File: src/rtl/redundancy_mode_sequencer.sv
// Redundancy mode sequencer: gates issue traffic, tracks in-flight transactions
// and performs drain -> resync -> commit whenever the requested mode changes.
module redundancy_mode_sequencer #(
  parameter int MaxOutstanding = 4,
  parameter int ResyncCycles   = 3,
  localparam int CntW          = $clog2(MaxOutstanding + 1)
) (
  input  logic            clk_i,
  input  logic            rst_ni,
  input  logic            enable_i,
  output logic            busy_o,
  output logic            mode_o,
  output logic            resync_o,
  input  logic            in_valid_i,
  output logic            in_ready_o,
  output logic            out_valid_o,
  input  logic            out_ready_i,
  input  logic            resp_valid_i,
  input  logic            resp_ready_i,
  output logic            resp_valid_o,
  output logic            resp_ready_o,
  output logic [CntW-1:0] outstanding_o
);

  localparam int RcntW = (ResyncCycles > 1) ? $clog2(ResyncCycles) : 1;

  typedef enum logic [1:0] {
    IDLE   = 2'd0,
    DRAIN  = 2'd1,
    RESYNC = 2'd2
  } stateT;

  stateT             r_state;
  stateT             w_stateNext;
  logic              r_mode;
  logic              w_modeNext;
  logic              r_target;
  logic              w_targetNext;
  logic [RcntW-1:0]  r_rcnt;
  logic [RcntW-1:0]  w_rcntNext;
  logic [CntW-1:0]   r_cnt;
  logic [CntW-1:0]   w_cntNext;
  logic              w_full;
  logic              w_blk;
  logic              w_issue;
  logic              w_retire;
  logic              w_resync;

  // Busy reacts combinationally so the controller sees the switch the same cycle it asks.
  assign busy_o        = (r_state != IDLE) | (enable_i != r_mode);
  assign w_full        = (r_cnt == CntW'(MaxOutstanding));
  assign w_blk         = busy_o | w_full;
  assign out_valid_o   = in_valid_i & ~w_blk;
  assign in_ready_o    = out_ready_i & ~w_blk;
  assign resp_valid_o  = resp_valid_i;
  assign resp_ready_o  = resp_ready_i;
  assign w_issue       = out_valid_o & out_ready_i;
  assign w_retire      = resp_valid_i & resp_ready_i;
  assign mode_o        = r_mode;
  assign resync_o      = w_resync;
  assign outstanding_o = r_cnt;

  always_comb begin
    w_cntNext = r_cnt;
    if (w_issue && !w_retire && !w_full) begin
      w_cntNext = r_cnt + CntW'(1);
    end else if (w_retire && !w_issue && (r_cnt != '0)) begin
      w_cntNext = r_cnt - CntW'(1);
    end
  end

  always_comb begin
    w_stateNext  = r_state;
    w_modeNext   = r_mode;
    w_targetNext = r_target;
    w_rcntNext   = r_rcnt;
    w_resync     = 1'b0;
    case (r_state)
      IDLE: begin
        if (enable_i != r_mode) w_stateNext = DRAIN;
      end
      DRAIN: begin
        // A withdrawn request abandons the switch without touching the mode.
        if (enable_i == r_mode) begin
          w_stateNext = IDLE;
        end else if (r_cnt == '0) begin
          w_stateNext  = RESYNC;
          w_targetNext = enable_i;
          w_rcntNext   = RcntW'(ResyncCycles - 1);
        end
      end
      RESYNC: begin
        w_resync = 1'b1;
        if (r_rcnt != '0) begin
          w_rcntNext = r_rcnt - RcntW'(1);
        end else begin
          w_modeNext  = r_target;
          w_stateNext = IDLE;
        end
      end
      default: w_stateNext = IDLE;
    endcase
  end

  always_ff @(posedge clk_i or negedge rst_ni) begin
    if (!rst_ni) begin
      r_state  <= IDLE;
      r_mode   <= 1'b0;
      r_target <= 1'b0;
      r_rcnt   <= '0;
      r_cnt    <= '0;
    end else begin
      r_state  <= w_stateNext;
      r_mode   <= w_modeNext;
      r_target <= w_targetNext;
      r_rcnt   <= w_rcntNext;
      r_cnt    <= w_cntNext;
    end
  end

  // A completion with nothing in flight is an upstream protocol violation.
  assert property (@(posedge clk_i) disable iff (!rst_ni) !(w_retire && (r_cnt == '0)));

endmodule

File: config.mk
export PLATFORM = sky130hd
export DESIGN_NAME = redundancy_mode_sequencer
export DESIGN_NICKNAME = d
export VERILOG_FILES = /design/src/rtl/redundancy_mode_sequencer.sv
export SDC_FILE = /design/constraint.sdc
export NUM_CORES = 1
export LEC_CHECK = 0
export ABC_AREA = 0
export CAP_MARGIN = 40
export CORE_AREA = 5 5 42 44
export DETAILED_ROUTE_END_ITERATION = 8
export DIE_AREA = 0 0 47 49
export PLACE_DENSITY = 0.77
export RECOVER_POWER = 50
export SYNTH_ARGS = -nofsm -noshare
export SYNTH_HDL_FRONTEND = slang
export SYNTH_SLANG_ARGS = --single-unit
File: constraint.sdc
create_clock -name clk_i -period 3.8 [get_ports clk_i]
set_input_delay 0.76 -clock clk_i [delete_from_list [all_inputs] [get_ports clk_i]]
set_output_delay 0.76 -clock clk_i [all_outputs]
set_load 0.01 [all_outputs]
==> images/m1.png <==
Bar = 10 um. Cells faint in the background.
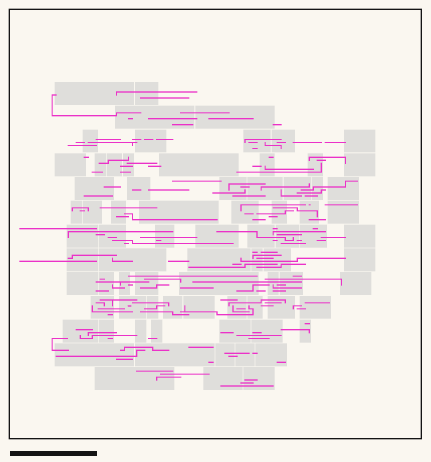
longest straight run: 14.7 um
main direction: horizontal

==> images/m2.png <==
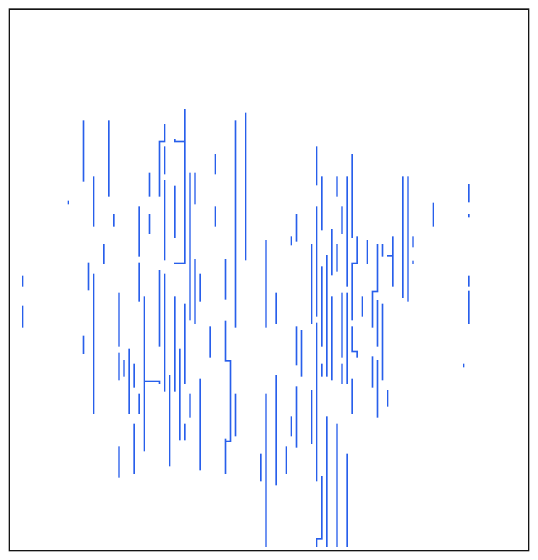
longest straight run: 18.7 um
share of all routed wire: 47%

==> images/m3.png <==
Bar = 10 um.
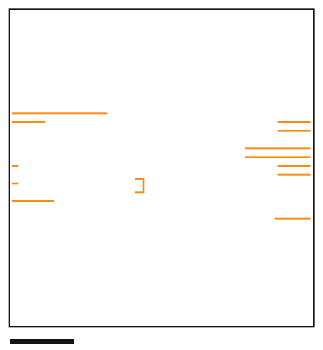
share of all routed wire: 6.3%
longest straight run: 14.5 um
via count: 514
DRT Wirelength: 1197 um
met3 GRT Util: 0.02214

==> images/sizing.png <==
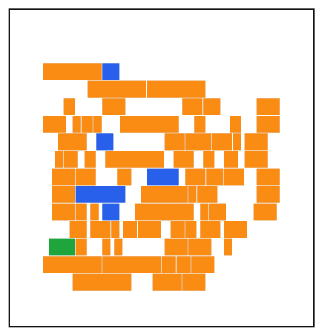
legend:
  x2:
    colour: green
    cells: 1
    share: 1.3%
  x1 and smaller:
    colour: orange
    cells: 72
    share: 92%
  x3 and x4:
    colour: blue
    cells: 5
    share: 6.4%

==> results_slide.txt <==
Implementation Results

Place
  – Dpl cell area: 779.5 um^2

Routing
  – Remaining DRCs: 0
  – Post-DR vias/cell: 5.468

Timing
  – Final setup violation count: 0
  – Final Hold Fails: 0
  – Final max-slew violation count: 0
  – Slew HR: 0.5850
  – Setup TNS: 0 ns
  – Final WS setup: 0.3086 ns
  – Least-Margin Pin Slew: 0.6180 ns

GRT
  – Vias in the first global route: 520
  – Total grt overflow: 0
  – Initial antenna violation count: 0
  – Total GRT Usage: 0.1222
  – First-pass GRT wire length: 2173 um

Worst setup path
  – CP Capture Type: primary output
  – Critical path arrival: 2.73 ns

Yosys
  – Area leader, netlist: dfrtp_1
  – Nets at Floorplan: 69
  – Seq/Total Area, Yosys: 0.3666
  – Ys async rst share: 1.000
  – Post-synth top cells: dfrtp_1, nand2_1, nor2_1, o21ai_0
  – Most common reg cell: dfrtp_1
  – Cell area after synthesis: 614.3 um^2
  – Area leader share: 0.3666
  – Number of synthesized flops with an enable pin: 0

Clock tree
  – H-tree Lvls: 1
  – CTS tree: done
  – Clk root buf: clkbuf_4
  – Cts hold-fix bufs: 0
  – Clock sink count: 9
  – Inserted Clock Buffers: 3

Status
  – Status: completed

Power
  – Total power: 0.5758 mW
  – IR drop worst, VDD: 0.3957 mV
  – Static leakage: 0.3303 nW

Min path
  – Hold crit path type: reg2reg

Finish
  – Ant. Diodes: 0
  – Final net count: 88
  – Layout area overhead: 29.94%

Floorplan
  – Core Footprint: 1401 um^2

Job
  – Tool Warnings: 26
-- state kept, by name, indices dropped and copies added, names as in the netlist --
register and cells:
r_state 2, r_target 1, outstanding_o 3, mode_o 1, r_rcnt 2
-- cells in the final DEF, fill, tap and decap left out, drive strengths merged, types with 2 or more instances in the layout --
master | Yosys | layout
nor2 | 3 | 3
nand3 | 2 | 2
inv | 2 | 2
o21ai | 4 | 4
a21oi | 2 | 2
clkbuf | 0 | 4
xor2 | 2 | 2
xnor2 | 2 | 2
mux2i | 2 | 2
nand2 | 5 | 5
and2 | 2 | 2
o31ai | 2 | 2
dlygate4sd3 | 0 | 2
dfrtp | 9 | 9
a211oi | 2 | 2
clkdlybuf4s50 | 0 | 14
-- cell families after synthesis --
| kind of cell | synth area share |
|---|---|
| AOI/OAI and AO/OA | 0.1935 |
| xor gates and xnor gates | 0.06926 |
| adders and majority gates | 0.05295 |
| buffers and inverters | 0.03666 |
| DFF | 0.3666 |
| muxes | 0.05092 |
| and+or+nand+nor | 0.2302 |
-- worst paths after layout --
kind	end	slack, ns	cells past startpoint	start
worst max-delay path	in_ready_o	0.31	6	enable_i
worst min-delay path	r_rcnt[0]$_DFFE_PN0P_	0.48	1	r_rcnt[0]$_DFFE_PN0P_
worst max register to register	outstanding_o[2]$_DFFE_PN0P_	1.39	8	mode_o$_DFFE_PN0P_
worst min register to register	r_rcnt[0]$_DFFE_PN0P_	0.48	1	r_rcnt[0]$_DFFE_PN0P_
max in group asynchronous	outstanding_o[2]$_DFFE_PN0P_	2.64	1	rst_ni
min in group asynchronous	r_rcnt[1]$_DFFE_PN0P_	0.87	1	rst_ni
-- worst max-delay path, cell delays in order --
cell,delay [ns]
dlygate4sd3_1,0.60
xor2_1,0.17
or3_1,0.33
a21oi_1,0.19
and2_1,0.15
clkdlybuf4s50_1,0.53
-- metrics by stage --
step / utilization / hold slack, ns
2_1_floorplan: - / 0.4510
3_3_place_gp: 0.5563 / 0.4670
3_5_place_dp: 0.5563 / 0.4757
4_1_cts: 0.5750 / 0.4843
5_1_grt: 0.5696 / 0.5386
6_report: 0.5696 / 0.4802
-- routing by layer --
layer	GRT usage	vias to the layer above	routed length (um)
li1	-	258	-
met1	0.1652	242	557
met2	0.1855	14	564
met3	0.02214	0	75
met4	0.05069	0	0
met5	0	-	0
-- where the power goes --
part / leakage (nW) / switching [mW] / internal [mW]
Sequential: 0.107 / 0.0632 / 0.139
Combinational: 0.208 / 0.133 / 0.169
Clock: 0.0150 / 0.0311 / 0.0403
Total: 0.330 / 0.228 / 0.348
-- area by class of cell --
type	instances	area, um^2
Tap cell	16	20.02
Clock buffer	4	26.28
Multi-Input combinational cell	47	359.1
Sequential cell	9	225.2
Timing Repair Buffer	16	160.2
Inverter	2	7.507
Fill cell	134	603.1
Power and IR drop assume default switching activity.
